==> config.mk <==
export PLATFORM = sky130hd
export DESIGN_NAME = instr_fetch_unit_flat
export DESIGN_NICKNAME = d
export VERILOG_FILES = /design/src/rtl/fetch_pkg.sv /design/src/rtl/instr_fetch_unit_if.sv /design/src/rtl/instr_fetch_unit_imm_gen.sv /design/src/rtl/instr_fetch_unit.sv /design/src/flat_wrapper.sv
export SDC_FILE = /design/constraint.sdc
export NUM_CORES = 1
export LEC_CHECK = 0
export ABC_AREA = 1
export CORE_MARGIN = 3
export CORE_UTILIZATION = 44
export CTS_CLUSTER_DIAMETER = 50
export CTS_CLUSTER_SIZE = 28
export DETAILED_ROUTE_END_ITERATION = 6
export PLACE_DENSITY_LB_ADDON = 0.05
export SLEW_MARGIN = 20
export SYNTH_ARGS = -nofsm -noshare
export SYNTH_HDL_FRONTEND = slang
export SYNTH_SLANG_ARGS = --single-unit
==> constraint.sdc <==
create_clock -name clk -period 12.4 [get_ports clk]
set_input_delay 3.1 -clock clk [delete_from_list [all_inputs] [get_ports clk]]
set_output_delay 3.1 -clock clk [all_outputs]
set_load 0.005 [all_outputs]
Fig. 1: metal 1
Bar = 20 µm.
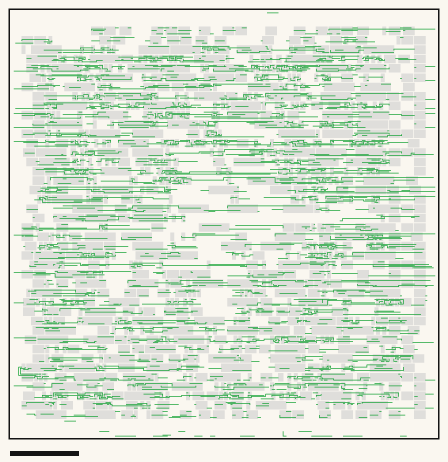
wire length on this layer = 7,080 µm
longest straight run = 40.9 µm
main direction = horizontal
nets with wire on the layer = 915
share of all routed wire = 39%
Vias: 5,510
WL final: 18,130 µm
global-route track usage on met1: 27.87%

Fig. 2: signal wires on met2
Bar = 20 µm.
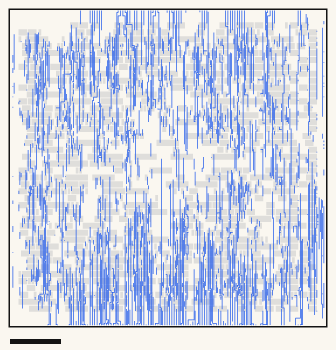
share of all routed wire = 51%
wire length on this layer = 9,210 µm
main direction = vertical
nets with wire on the layer = 878
met2 track demand over resource in global routing: 39.63%

==> notes.md <==
- finished clean — status
- 0 — Final Hold Violation Tally
- 449 — Initial DRC Count
- 622.0 µW — net switching power
- 0.1221 mV — maximum ir drop on the vdd rail
- 48.81% — layout-stage area growth over the synthesis result
- 0 — number of antenna violations at the first check in global routing
- 0 — number of warnings printed during yosys synthesis
- 0 — DRC viols
- clkdlybuf4s50_1 — critical path, cell by cell
- 15.56 µm — detailed-route wire length per cell
- 17 — number of CTS-inserted buffers
- 1,085 — number of nets in the finished design
- 10.06 ns — FF-to-FF setup slack
- 53.56% — fraction of the yosys area taken by sequential cells
- 6167 µm² — chip area line of the yosys report
- flop — category of the worst setup path launch point
- 0 ns — final total negative setup slack
- 8656 µm² — total cell area at the placement stage
- 32.48% — Worst slew margin
- 4 — number of search-and-repair iterations in the first detailed-routing pass
- 62 — flip-flop count of the largest register, all copies and words added
- 2 — number of buffers between clock root and the deepest sink
- 216.4 nW/µm² — power per standard cell area
- 8.115 µm² — average size of a mapped cell
- 0 — hold-fix buffer count after cts
- 0.004622 µW — Lkg Pwr
- 4.348% — layout cell share with drive strength beyond 1
- 0% — mux share
- 760 — number of standard cells reported by yosys
- 300 — boundary pin count
- primary output — endpoint kind of the worst setup timing path
- no — RSZ-0062 raised after global routing
- 23.49% — Global Route Usage Sum
- 7.676% — M3 GR Usage
- 0.006170 ns — Worst Skew
- 0.8155 — RD Place Congestion
- 294 — # port buffers
- 2 — number of cells on the worst hold path
- 7.193 ns — Place WS
- sky130_fd_sc_hd__dfrtp_1 — Post-synth top flop
[layer usage]
layer	vias to the layer above	wire length, µm
met5	-	0
met4	0	441
met3	27	1399
met2	220	9207
met1	2593	7078
li1	2670	-
[power by group through the flow]
stage | sequential (µW) | combinational (µW) | clock (µW)
after floorplan | 710 | 351 | 0
after global placement | 702 | 824 | 0
after detailed placement | 711 | 841 | 0
after CTS | 708 | 845 | 462
after global routing | 729 | 908 | 479
final | 706 | 831 | 450
[kinds of logic after synthesis]
| kind of cell | after synthesis |
|---|---|
| buffers and inverters | 134 |
| DFF | 132 |
| other | 1 |
| and+or+nand+nor | 470 |
| AOI/OAI and AO/OA | 19 |
| adders and majority gates | 4 |
[cell usage after synthesis (2+ instances only)]
cell type                  number
sky130_fd_sc_hd__nor2_1         7
sky130_fd_sc_hd__buf_4         67
sky130_fd_sc_hd__nor2_4         2
sky130_fd_sc_hd__o21ai_1        7
sky130_fd_sc_hd__a21oi_1        2
sky130_fd_sc_hd__inv_2          2
sky130_fd_sc_hd__o21ai_0        7
sky130_fd_sc_hd__ha_1           4
sky130_fd_sc_hd__dfrtp_1      132
sky130_fd_sc_hd__inv_1         31
sky130_fd_sc_hd__nand3_1       34
sky130_fd_sc_hd__buf_6          5
sky130_fd_sc_hd__clkbuf_8       4
sky130_fd_sc_hd__nand2_1      421
sky130_fd_sc_hd__buf_2         15
sky130_fd_sc_hd__clkbuf_1       8
sky130_fd_sc_hd__nor2_2         2
[placed cells by master, fill, tap and decap left out, types with 2 or more instances in the layout]
cell type / count
sky130_fd_sc_hd__nand2_1: 420
sky130_fd_sc_hd__clkdlybuf4s50_1: 294
sky130_fd_sc_hd__dfrtp_1: 132
sky130_fd_sc_hd__nand3_1: 34
sky130_fd_sc_hd__inv_1: 30
sky130_fd_sc_hd__clkbuf_16: 17
sky130_fd_sc_hd__o21ai_0: 7
sky130_fd_sc_hd__nor2_1: 7
sky130_fd_sc_hd__o21ai_1: 7
sky130_fd_sc_hd__buf_4: 5
sky130_fd_sc_hd__ha_1: 4
sky130_fd_sc_hd__clkinv_2: 4
sky130_fd_sc_hd__conb_1: 3
sky130_fd_sc_hd__clkbuf_1: 3
sky130_fd_sc_hd__nand2_2: 2
sky130_fd_sc_hd__inv_2: 2
sky130_fd_sc_hd__nor2_2: 2
sky130_fd_sc_hd__nor2_4: 2
sky130_fd_sc_hd__a21oi_1: 2
sky130_fd_sc_hd__clkbuf_8: 2
[area by class of cell]
class / instances / area (µm²)
flip-flops and latches: 132 / 3303
repair buffers: 299 / 2980
inverters: 34 / 135.1
multi-input cells: 496 / 2017
well taps: 176 / 220.2
fillers: 1142 / 4275
clock buffers: 22 / 464.2
clock inverters: 6 / 57.56
[stage by stage]
step           cells  hold WS, ns
5_1_grt         1165       0.4931
3_3_place_gp    1137       0.4613
3_5_place_dp    1137       0.4638
6_report        1165       0.4751
4_1_cts         1165       0.4787
2_1_floorplan    762       0.4719
Power figures rest on the tool's default switching activity, not on a simulated workload.
